==> src/rtl/satagtx_clk_seq_if.sv <==
// -----------------------------------------------------------------------------
// satagtx_clk_seq_if
// Groups the per-tile lock, restart and reset/ready signals exchanged between
// the clock/reset sequencer and its surroundings (transceiver tiles, user-clock
// sources and the SATA link layer).
//
// Signals (C_NUM_TILES bits unless noted):
//   pll_lkdet      transceiver PLL lock per tile (asynchronous to clk)
//   usrclk_locked  user-clock DCM/PLL lock per tile (asynchronous to clk)
//   soft_rst       synchronous per-tile restart request, level
//   usrclk_reset   reset to each tile's user-clock DCM/PLL
//   gtx_reset      transceiver datapath reset per tile
//   tile_ready     tile clocks stable and resets released
//   all_ready      1 bit, AND of tile_ready (one cycle later)
//   retry_cnt      C_NUM_TILES*C_RETRY_W bits, tile i at [i*C_RETRY_W +: C_RETRY_W]
//
// Modports:
//   master  environment side: drives locks and restart, observes resets/ready
//   slave   sequencer side
// -----------------------------------------------------------------------------
interface satagtx_clk_seq_if #(
  parameter int C_NUM_TILES = 1,
  parameter int C_RETRY_W   = 4
) ();

  logic [C_NUM_TILES-1:0]           pll_lkdet;
  logic [C_NUM_TILES-1:0]           usrclk_locked;
  logic [C_NUM_TILES-1:0]           soft_rst;
  logic [C_NUM_TILES-1:0]           usrclk_reset;
  logic [C_NUM_TILES-1:0]           gtx_reset;
  logic [C_NUM_TILES-1:0]           tile_ready;
  logic                             all_ready;
  logic [C_NUM_TILES*C_RETRY_W-1:0] retry_cnt;

  modport master (
    output pll_lkdet, usrclk_locked, soft_rst,
    input  usrclk_reset, gtx_reset, tile_ready, all_ready, retry_cnt
  );

  modport slave (
    input  pll_lkdet, usrclk_locked, soft_rst,
    output usrclk_reset, gtx_reset, tile_ready, all_ready, retry_cnt
  );

endinterface

==> src/rtl/satagtx_clk_seq.sv <==
// -----------------------------------------------------------------------------
// satagtx_clk_seq
// Multi-tile clock/reset sequencer for the SATA GTX/GTP clocking path. Each
// tile waits for a filtered transceiver PLL lock, pulses the user-clock source
// reset, waits for a filtered user-clock lock (retrying on timeout), pulses the
// transceiver datapath reset and then flags the tile ready. Lock loss or a soft
// restart returns the tile to the appropriate earlier step automatically.
//
// Ports:
//   clk  free-running system clock, rising edge
//   rst  asynchronous active-high reset
//   sif  satagtx_clk_seq_if.slave (lock inputs, soft_rst, resets, ready, retry_cnt)
// -----------------------------------------------------------------------------
module satagtx_clk_seq #(
  parameter int C_NUM_TILES   = 1,
  parameter int C_LOCK_FILTER = 16,
  parameter int C_RST_HOLD    = 8,
  parameter int C_TIMEOUT     = 1024,
  parameter int C_RETRY_W     = 4
) (
  input  logic             clk,
  input  logic             rst,
  satagtx_clk_seq_if.slave sif
);

  // One counter width serves the lock filter, the reset hold and the timeout.
  localparam int CNT_MAX_FH = (C_LOCK_FILTER > C_RST_HOLD) ? C_LOCK_FILTER : C_RST_HOLD;
  localparam int CNT_MAX    = (C_TIMEOUT > CNT_MAX_FH) ? C_TIMEOUT : CNT_MAX_FH;
  localparam int CNT_W      = $clog2(CNT_MAX + 1);

  // Terminal values: the transition fires on the edge that completes the count.
  localparam logic [CNT_W-1:0] FILT_LAST = CNT_W'(C_LOCK_FILTER - 1);
  localparam logic [CNT_W-1:0] HOLD_LAST = CNT_W'(C_RST_HOLD - 1);
  localparam logic [CNT_W-1:0] TMO_LAST  = CNT_W'(C_TIMEOUT - 1);
  localparam logic [CNT_W-1:0] CNT_ZERO  = {CNT_W{1'b0}};
  localparam logic [CNT_W-1:0] CNT_ONE   = {{(CNT_W-1){1'b0}}, 1'b1};

  typedef enum logic [2:0] {
    PLL_WAIT = 3'd0,
    DCM_RST  = 3'd1,
    DCM_WAIT = 3'd2,
    GTX_RST  = 3'd3,
    READY    = 3'd4
  } state_t;

  // Saturating increment for the retry counters.
  function automatic logic [C_RETRY_W-1:0] sat_inc(input logic [C_RETRY_W-1:0] val);
    logic [C_RETRY_W-1:0] res;
    if (val == {C_RETRY_W{1'b1}}) begin
      res = val;
    end else begin
      res = val + {{(C_RETRY_W-1){1'b0}}, 1'b1};
    end
    return res;
  endfunction

  logic [C_NUM_TILES-1:0]           pll_meta_r;
  logic [C_NUM_TILES-1:0]           pll_sync_r;
  logic [C_NUM_TILES-1:0]           lock_meta_r;
  logic [C_NUM_TILES-1:0]           lock_sync_r;
  logic [C_NUM_TILES-1:0]           usrclk_reset_s;
  logic [C_NUM_TILES-1:0]           gtx_reset_s;
  logic [C_NUM_TILES-1:0]           tile_ready_s;
  logic [C_NUM_TILES*C_RETRY_W-1:0] retry_cnt_s;
  logic                             all_ready_r;

  // Two-flop synchronizers for the asynchronous lock indications.
  always_ff @(posedge clk or posedge rst) begin
    if (rst) begin
      pll_meta_r  <= {C_NUM_TILES{1'b0}};
      pll_sync_r  <= {C_NUM_TILES{1'b0}};
      lock_meta_r <= {C_NUM_TILES{1'b0}};
      lock_sync_r <= {C_NUM_TILES{1'b0}};
    end else begin
      pll_meta_r  <= sif.pll_lkdet;
      pll_sync_r  <= pll_meta_r;
      lock_meta_r <= sif.usrclk_locked;
      lock_sync_r <= lock_meta_r;
    end
  end

  for (genvar g = 0; g < C_NUM_TILES; g++) begin : g_tile
    state_t               state_r;
    state_t               state_nxt_s;
    logic [CNT_W-1:0]     cnt_r;
    logic [CNT_W-1:0]     cnt_nxt_s;
    logic [CNT_W-1:0]     tmo_r;
    logic [CNT_W-1:0]     tmo_nxt_s;
    logic [C_RETRY_W-1:0] retry_r;
    logic [C_RETRY_W-1:0] retry_nxt_s;
    logic                 usrclk_reset_r;
    logic                 gtx_reset_r;
    logic                 tile_ready_r;
    logic                 usrclk_reset_nxt_s;
    logic                 gtx_reset_nxt_s;
    logic                 tile_ready_nxt_s;
    logic                 pll_s;
    logic                 lock_s;
    logic                 srst_s;

    assign pll_s  = pll_sync_r[g];
    assign lock_s = lock_sync_r[g];
    assign srst_s = sif.soft_rst[g];

    // Next-state and counter logic; soft restart, then PLL loss, then
    // user-clock loss / timeout, then normal progression.
    always_comb begin
      state_nxt_s = state_r;
      cnt_nxt_s   = cnt_r;
      tmo_nxt_s   = tmo_r;
      retry_nxt_s = retry_r;
      if (srst_s) begin
        state_nxt_s = PLL_WAIT;
        cnt_nxt_s   = CNT_ZERO;
        tmo_nxt_s   = CNT_ZERO;
        retry_nxt_s = {C_RETRY_W{1'b0}};
      end else if ((state_r != PLL_WAIT) && !pll_s) begin
        state_nxt_s = PLL_WAIT;
        cnt_nxt_s   = CNT_ZERO;
        tmo_nxt_s   = CNT_ZERO;
      end else begin
        case (state_r)
          PLL_WAIT: begin
            if (!pll_s) begin
              cnt_nxt_s = CNT_ZERO;
            end else if (cnt_r == FILT_LAST) begin
              state_nxt_s = DCM_RST;
              cnt_nxt_s   = CNT_ZERO;
            end else begin
              cnt_nxt_s = cnt_r + CNT_ONE;
            end
          end
          DCM_RST: begin
            if (cnt_r == HOLD_LAST) begin
              state_nxt_s = DCM_WAIT;
              cnt_nxt_s   = CNT_ZERO;
              tmo_nxt_s   = CNT_ZERO;
            end else begin
              cnt_nxt_s = cnt_r + CNT_ONE;
            end
          end
          DCM_WAIT: begin
            // Timeout counts from state entry regardless of lock glitches;
            // the filter restarts on every low sample.
            if (tmo_r == TMO_LAST) begin
              state_nxt_s = DCM_RST;
              cnt_nxt_s   = CNT_ZERO;
              tmo_nxt_s   = CNT_ZERO;
              retry_nxt_s = sat_inc(retry_r);
            end else if (!lock_s) begin
              cnt_nxt_s = CNT_ZERO;
              tmo_nxt_s = tmo_r + CNT_ONE;
            end else if (cnt_r == FILT_LAST) begin
              state_nxt_s = GTX_RST;
              cnt_nxt_s   = CNT_ZERO;
              tmo_nxt_s   = CNT_ZERO;
            end else begin
              cnt_nxt_s = cnt_r + CNT_ONE;
              tmo_nxt_s = tmo_r + CNT_ONE;
            end
          end
          GTX_RST: begin
            if (cnt_r == HOLD_LAST) begin
              state_nxt_s = READY;
              cnt_nxt_s   = CNT_ZERO;
            end else begin
              cnt_nxt_s = cnt_r + CNT_ONE;
            end
          end
          READY: begin
            if (!lock_s) begin
              state_nxt_s = DCM_RST;
              cnt_nxt_s   = CNT_ZERO;
            end else begin
              state_nxt_s = READY;
            end
          end
          default: begin
            state_nxt_s = PLL_WAIT;
            cnt_nxt_s   = CNT_ZERO;
            tmo_nxt_s   = CNT_ZERO;
          end
        endcase
      end
    end

    // Output decode from the next state so the registered outputs track the state.
    always_comb begin
      usrclk_reset_nxt_s = 1'b1;
      gtx_reset_nxt_s    = 1'b1;
      tile_ready_nxt_s   = 1'b0;
      case (state_nxt_s)
        PLL_WAIT, DCM_RST: begin
          usrclk_reset_nxt_s = 1'b1;
          gtx_reset_nxt_s    = 1'b1;
          tile_ready_nxt_s   = 1'b0;
        end
        DCM_WAIT, GTX_RST: begin
          usrclk_reset_nxt_s = 1'b0;
          gtx_reset_nxt_s    = 1'b1;
          tile_ready_nxt_s   = 1'b0;
        end
        READY: begin
          usrclk_reset_nxt_s = 1'b0;
          gtx_reset_nxt_s    = 1'b0;
          tile_ready_nxt_s   = 1'b1;
        end
        default: begin
          usrclk_reset_nxt_s = 1'b1;
          gtx_reset_nxt_s    = 1'b1;
          tile_ready_nxt_s   = 1'b0;
        end
      endcase
    end

    // State, counters and registered outputs of this tile.
    always_ff @(posedge clk or posedge rst) begin
      if (rst) begin
        state_r        <= PLL_WAIT;
        cnt_r          <= CNT_ZERO;
        tmo_r          <= CNT_ZERO;
        retry_r        <= {C_RETRY_W{1'b0}};
        usrclk_reset_r <= 1'b1;
        gtx_reset_r    <= 1'b1;
        tile_ready_r   <= 1'b0;
      end else begin
        state_r        <= state_nxt_s;
        cnt_r          <= cnt_nxt_s;
        tmo_r          <= tmo_nxt_s;
        retry_r        <= retry_nxt_s;
        usrclk_reset_r <= usrclk_reset_nxt_s;
        gtx_reset_r    <= gtx_reset_nxt_s;
        tile_ready_r   <= tile_ready_nxt_s;
      end
    end

    assign usrclk_reset_s[g]                        = usrclk_reset_r;
    assign gtx_reset_s[g]                           = gtx_reset_r;
    assign tile_ready_s[g]                          = tile_ready_r;
    assign retry_cnt_s[g*C_RETRY_W +: C_RETRY_W]    = retry_r;
  end

  // all_ready is a registered AND of the per-tile ready flags.
  always_ff @(posedge clk or posedge rst) begin
    if (rst) begin
      all_ready_r <= 1'b0;
    end else begin
      all_ready_r <= &tile_ready_s;
    end
  end

  assign sif.usrclk_reset = usrclk_reset_s;
  assign sif.gtx_reset    = gtx_reset_s;
  assign sif.tile_ready   = tile_ready_s;
  assign sif.all_ready    = all_ready_r;
  assign sif.retry_cnt    = retry_cnt_s;

endmodule

==> src/flat_wrapper.sv <==
// flat-port wrapper written by rule: the top's interface ports become plain ports
module satagtx_clk_seq_flat 
#(
  parameter int C_NUM_TILES   = 1,
  parameter int C_LOCK_FILTER = 16,
  parameter int C_RST_HOLD    = 8,
  parameter int C_TIMEOUT     = 1024,
  parameter int C_RETRY_W     = 4
)
  (clk, rst, sif_pll_lkdet, sif_usrclk_locked, sif_soft_rst, sif_usrclk_reset, sif_gtx_reset, sif_tile_ready, sif_all_ready, sif_retry_cnt);
  satagtx_clk_seq_if #(.C_NUM_TILES(C_NUM_TILES), .C_RETRY_W(C_RETRY_W)) sif_i ();
  input  logic clk;
  input  logic rst;
  input wire logic [$bits(sif_i.pll_lkdet)-1:0] sif_pll_lkdet;
  input wire logic [$bits(sif_i.usrclk_locked)-1:0] sif_usrclk_locked;
  input wire logic [$bits(sif_i.soft_rst)-1:0] sif_soft_rst;
  output wire logic [$bits(sif_i.usrclk_reset)-1:0] sif_usrclk_reset;
  output wire logic [$bits(sif_i.gtx_reset)-1:0] sif_gtx_reset;
  output wire logic [$bits(sif_i.tile_ready)-1:0] sif_tile_ready;
  output wire logic [$bits(sif_i.all_ready)-1:0] sif_all_ready;
  output wire logic [$bits(sif_i.retry_cnt)-1:0] sif_retry_cnt;
  assign sif_i.pll_lkdet = sif_pll_lkdet;
  assign sif_i.usrclk_locked = sif_usrclk_locked;
  assign sif_i.soft_rst = sif_soft_rst;
  assign sif_usrclk_reset = sif_i.usrclk_reset;
  assign sif_gtx_reset = sif_i.gtx_reset;
  assign sif_tile_ready = sif_i.tile_ready;
  assign sif_all_ready = sif_i.all_ready;
  assign sif_retry_cnt = sif_i.retry_cnt;
  satagtx_clk_seq #(.C_NUM_TILES(C_NUM_TILES), .C_LOCK_FILTER(C_LOCK_FILTER), .C_RST_HOLD(C_RST_HOLD), .C_TIMEOUT(C_TIMEOUT), .C_RETRY_W(C_RETRY_W)) u_core (.clk(clk), .rst(rst), .sif(sif_i));
endmodule
==> config.mk <==
export PLATFORM = sky130hd
export DESIGN_NAME = satagtx_clk_seq_flat
export DESIGN_NICKNAME = d
export VERILOG_FILES = /design/src/rtl/satagtx_clk_seq_if.sv /design/src/rtl/satagtx_clk_seq.sv /design/src/flat_wrapper.sv
export SDC_FILE = /design/constraint.sdc
export NUM_CORES = 1
export LEC_CHECK = 0
export CAP_MARGIN = 20
export CELL_PAD_IN_SITES_DETAIL_PLACEMENT = 0
export CELL_PAD_IN_SITES_GLOBAL_PLACEMENT = 1
export CORE_ASPECT_RATIO = 0.7
export CORE_MARGIN = 8
export CORE_UTILIZATION = 40
export CTS_CLUSTER_SIZE = 20
export DETAILED_ROUTE_END_ITERATION = 8
export PLACE_DENSITY = 0.76
export REMOVE_ABC_BUFFERS = 1
export SKIP_LAST_GASP = 1
export SLEW_MARGIN = 20
export SYNTH_ARGS = -nofsm -noshare
export SYNTH_HDL_FRONTEND = slang
export SYNTH_SLANG_ARGS = --single-unit
==> constraint.sdc <==
create_clock -name clk -period 1.95 [get_ports clk]
set_clock_uncertainty 0.15 [all_clocks]
set_input_delay 0.39 -clock clk [delete_from_list [all_inputs] [get_ports clk]]
set_output_delay 0.39 -clock clk [all_outputs]
set_load 0.01 [all_outputs]
==> run_1/met1.png <==
Cells faint in the background.
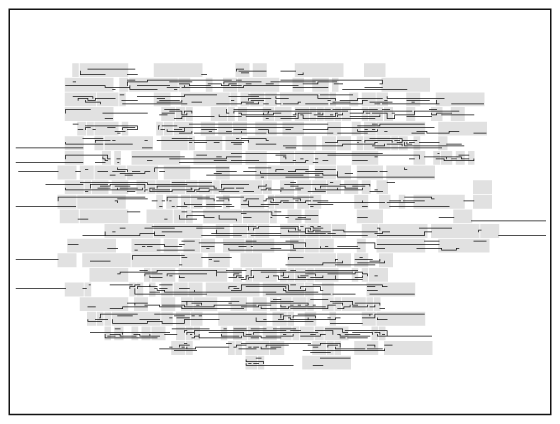
The longest straight run is 28.1 um. 294 nets have wire on it.
drt total wl: 5090 um
Vias: 1,850
met1 Track Usage GR: 21.4%

==> run_1/met2.png <==
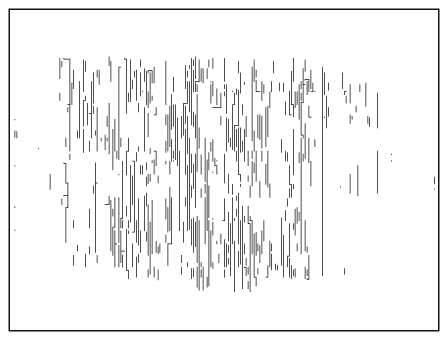
The layer holds 39% of the routed length. The wires run mostly vertical. 243 nets have wire on it.
M2 GR Usage: 21.2%

==> qor.csv, run 1 <==
stage,metric,value,unit
yosys,Synth Instances,222,
yosys,Synth top cell by count,dfrtp_1,
setup_path,Critical path buffers and inverters,1,
global_route,number of global-route vias before repair,1811,
power,Leak,1.39,nW
setup_path,Setup crit start,u_core.g_tile[0].tmo_r[0]$_DFFE_PP0P_,
clock_network,Root Buffer Master,clkbuf_8,
drt,DR iter-0 viols,128,
place,dpl cell area,2520,um^2
global_route,GRT overflow,0,
global_route,Total GRT Usage,14.6,%
drt,DR WL met3,266,um
setup_path,CP arrival,1.99,ns
yosys,flip-flops with a built-in enable,0,
final_timing,"Worst Setup Slack, final",-0.0153,ns
setup_path,Worst R2R Start,u_core.g_tile[0].tmo_r[0]$_DFFE_PP0P_,
outcome,outcome,"complete, but fails checks",
setup_path,crit-path cells,ha_4 -> nand4_4 -> or4_4 -> buf_6 -> nor3_4 -> xnor2_1 -> nor2_1,
setup_path,capture point of the worst reg-to-reg path,u_core.sif.retry_cnt[2]$_DFFE_PP0P_,
yosys,Synth area leaders,"dfrtp_1, nand2_1, nor2_1",
final_timing,# setup viols final,3,
yosys,Post-Syn Area per Cell,8.99,um^2
power,Design Power,1.63,mW
final_timing,Worst slew margin,76.7,%
drt,Met2 Wirelength,2010,um
clock_network,"Clk Latency, worst-skew pair",0.28,ns
setup_path,reg2reg setup slack,-0.02,ns
setup_path,Max stage delay on crit path,0.51,ns
drt,DRT Pass-1 Iters,4,
place,IO Port Bufs,12,
outcome,failing checks,negative setup slack,
floorplanning,chip area,7540,um^2
clock_network,hold_buf cts,0,
yosys,Max-area cell share,43.9,%
flow_run,Max Cap Violations,0,
global_route,met3 track demand over resource,3.60,%
floorplanning,die height,75.1,um
drt,WL met1,2790,um
==> run_1/density.png <==
Scale bar: 20 um. 10 x 8 tiles, from dark blue (low) to red (high), 0 to 100% covered.
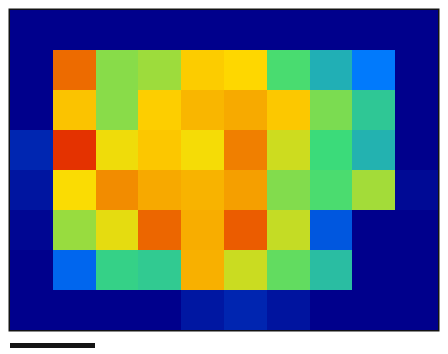
The emptiest ninth of the die: bottom right. 24% of the tiles are over 75% full. The densest ninth of the die: middle. 35% of the tiles are nearly empty. The mean over all tiles is 38%.
final core area utilization: 61.7%
CORE AREA: 4780 um^2
Initial Util: 41.7%

==> run_1/drive_strength.png <==
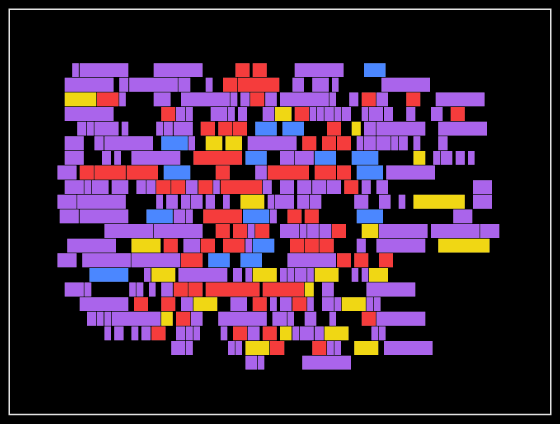
drive 3 to 4: in red, cells 63, share 21%, most used buf_4. drive 6 and up: in blue, cells 16, share 5.4%, most used buf_6. drive 1 or less: in purple, cells 196, share 66%, most used dfrtp_1. drive 2: in yellow, cells 23, share 7.7%, most used o22ai_2.
Non-clk bufs: 72
cell area after layout: 2950 um^2

## run 1: logic make-up (layout without fill, tap and decap cells)
kind of cell / count (synthesis) / after routing / synth area share (%)
buffers and inverters: 19 / 95 / 3.76
AND/OR/NAND/NOR: 111 / 111 / 29.8
multiplexers: 1 / 1 / 0.502
XOR/XNOR: 6 / 6 / 2.63
flip-flops: 37 / 37 / 46.5
AND-OR/OR-AND: 43 / 43 / 13.9
adder cells (fa/ha/maj): 5 / 5 / 2.88
## run 1: what timing repair did
action	in CTS	in global routing
setup endpoints to repair	23	30
cloned	1	0
resized	26	17
buffers inserted	13	5
pin swaps	13	13
## run 1: final cells by class
cell class,count,area [um^2]
Fill cell,410,1830
Inverter,15,56.3
Sequential cell,37,928
Clock buffer,7,96.3
Multi-Input combinational cell,166,1170
Clock inverter,1,5.00
Tap cell,69,86.3
Timing Repair Buffer,72,611
## run 1: sequential cells by signal, summed over array words and instances (netlist names), 3 cells and up
name                   count
u_core.sif.retry_cnt       4
u_core.g_tile.tmo_r       11
u_core.g_tile.cnt_r       11
u_core.g_tile.state_r      3
## run 1: placed cells by master (no fill, tap or decap), drive strengths merged
cell type,n
buf,60
dfrtp,35
nand2,34
nor2,20
inv,14
nand3,13
clkdlybuf4s50,12
o22ai,10
o21ai,10
nand4,8
a21oi,8
and2,7
clkbuf,7
xnor2,6
nand2b,5
o211ai,4
a31oi,4
and3,4
nor3,4
nor4,3
nor2b,3
ha,3
maj3,2
nand3b,2
or2,2
dfstp,2
clkinv,2
or4,2
and3b,1
a21o,1
nor3b,1
a211oi,1
o31ai,1
a21boi,1
mux2i,1
a311o,1
o32ai,1
and4,1
or3,1
o21a,1
## run 1: power breakdown
group	internal, mW	switching (mW)	leakage, nW
logic	0.118	0.106	0.835
clock network	0.320	0.274	0.0542
registers	0.795	0.0220	0.498
## Run 2: what changed since run 1
ABC_CLOCK_PERIOD_IN_PS = 1950   (was default)
==> run_2/met1.png <==
Cells faint in the background.
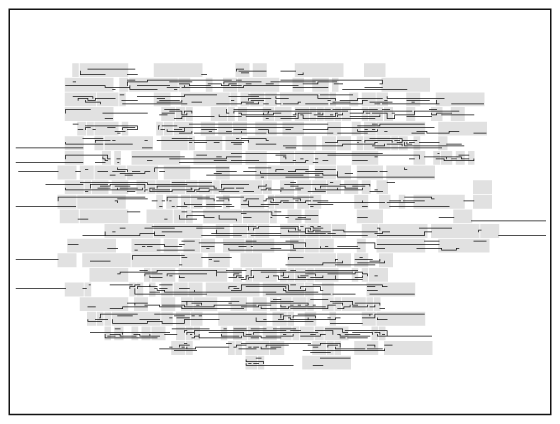
The longest straight run is 28.1 um. 294 nets have wire on it. The layer holds 55% of the routed length. The layer carries 2,790 um of wire. The wires run mostly horizontal.

==> run_2/drive_strength.png <==
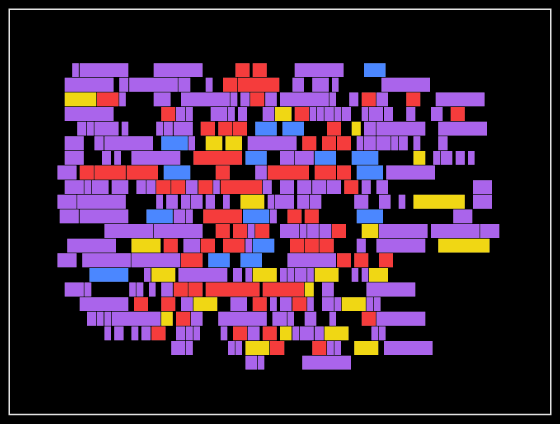
drive 1 or less: in purple, cells 196, share 66%, most used dfrtp_1. drive 6 and up: in blue, cells 16, share 5.4%, most used buf_6. drive 2: in yellow, cells 23, share 7.7%, most used o22ai_2. drive 3 to 4: in red, cells 63, share 21%, most used buf_4.
Worst Setup Slack, final: -0.0153 ns
Layout area overhead: 47.8%

==> qor.csv, run 2 <==
stage,metric,value,unit
clock_network,hold_buf cts,0,
power,Design Power,1.63,mW
yosys,"mux frac, synth",0.502,%
drt,Vias,1850,
outcome,outcome,"complete, but fails checks",
outcome,failing checks,negative setup slack,
global_route,GRT overflow,0,
setup_path,reg2reg setup slack,-0.02,ns
layout,flop share of the area,31.5,%
global_route,number of global-route vias before repair,1811,
layout,Top cell excl fill/tap,buf_4,
drt,DR iter-0 viols,128,
yosys,Max-area cell share,43.9,%
drt,drt total wl,5090,um
layout,FFs & Latches,37,
global_route,Total GRT Usage,14.6,%
setup_path,Worst R2R Start,u_core.g_tile[0].tmo_r[0]$_DFFE_PP0P_,
layout,logic share of the area,39.6,%
layout,# clk buffers,7,
yosys,Post-Syn Area per Cell,8.99,um^2
final_timing,"Worst Setup Slack, final",-0.0153,ns
final_timing,# setup viols final,3,
clock_network,Post-CTS Resized,26,
layout,comb. cell area,1170,um^2
setup_path,CP arrival,1.99,ns
layout,non-clk buf share,20.7,%
setup_path,Setup crit start,u_core.g_tile[0].tmo_r[0]$_DFFE_PP0P_,
yosys,flip-flops with a built-in enable,0,
yosys,Synth Instances,222,
-- run 2: cell counts after synthesis --
No cell type changed its count.
-- run 2: how the worst min path moves through the flow --
stage | endpoint | cells after the start
after global placement | u_core.g_tile[0].pll_s$_DFF_PP0_ | 0
after global routing | u_core.g_tile[0].lock_s$_DFF_PP0_ | 0
after floorplan | u_core.g_tile[0].lock_s$_DFF_PP0_ | 0
after detailed placement | u_core.g_tile[0].lock_s$_DFF_PP0_ | 0
final | u_core.g_tile[0].lock_s$_DFF_PP0_ | 0
after CTS | u_core.g_tile[0].lock_s$_DFF_PP0_ | 0
-- run 2: power by group --
part	leakage [nW]	internal, mW	switching [mW]	total (mW)
combinational	0.835	0.118	0.106	0.224
sequential	0.498	0.795	0.0220	0.817
clock	0.0542	0.320	0.274	0.593
total	1.39	1.23	0.401	1.63
-- run 2: per-stage QoR --
| step | hold WS, ns | instance area [um^2] |
|---|---|---|
| floorplan | 0.181 | 1980 |
| global placement | 0.185 | 2520 |
| detailed placement | 0.186 | 2520 |
| CTS | 0.203 | 2840 |
| global route | 0.211 | 2950 |
| finish | 0.201 | 2950 |
-- run 2: logic make-up after synthesis --
logic type                 Yosys count
adders and majority gates            5
AOI/OAI and AO/OA                   43
DFF                                 37
buffers and inverters               19
and+or+nand+nor                    111
xor gates and xnor gates             6
muxes                                1
-- run 2: metal layers --
metal  vias to the layer above  share of wire (%)  routed length (um)  global-route usage, %
met4                         0               0.39                  20                   2.50
li1                        930                  -                   -                      -
met5                         -                  0                   0                      0
met3                         2                5.2                 266                   3.60
met2                        38                 39                2010                   21.2
met1                       880                 55                2790                   21.4
Power is estimated from default activity; no workload was simulated.
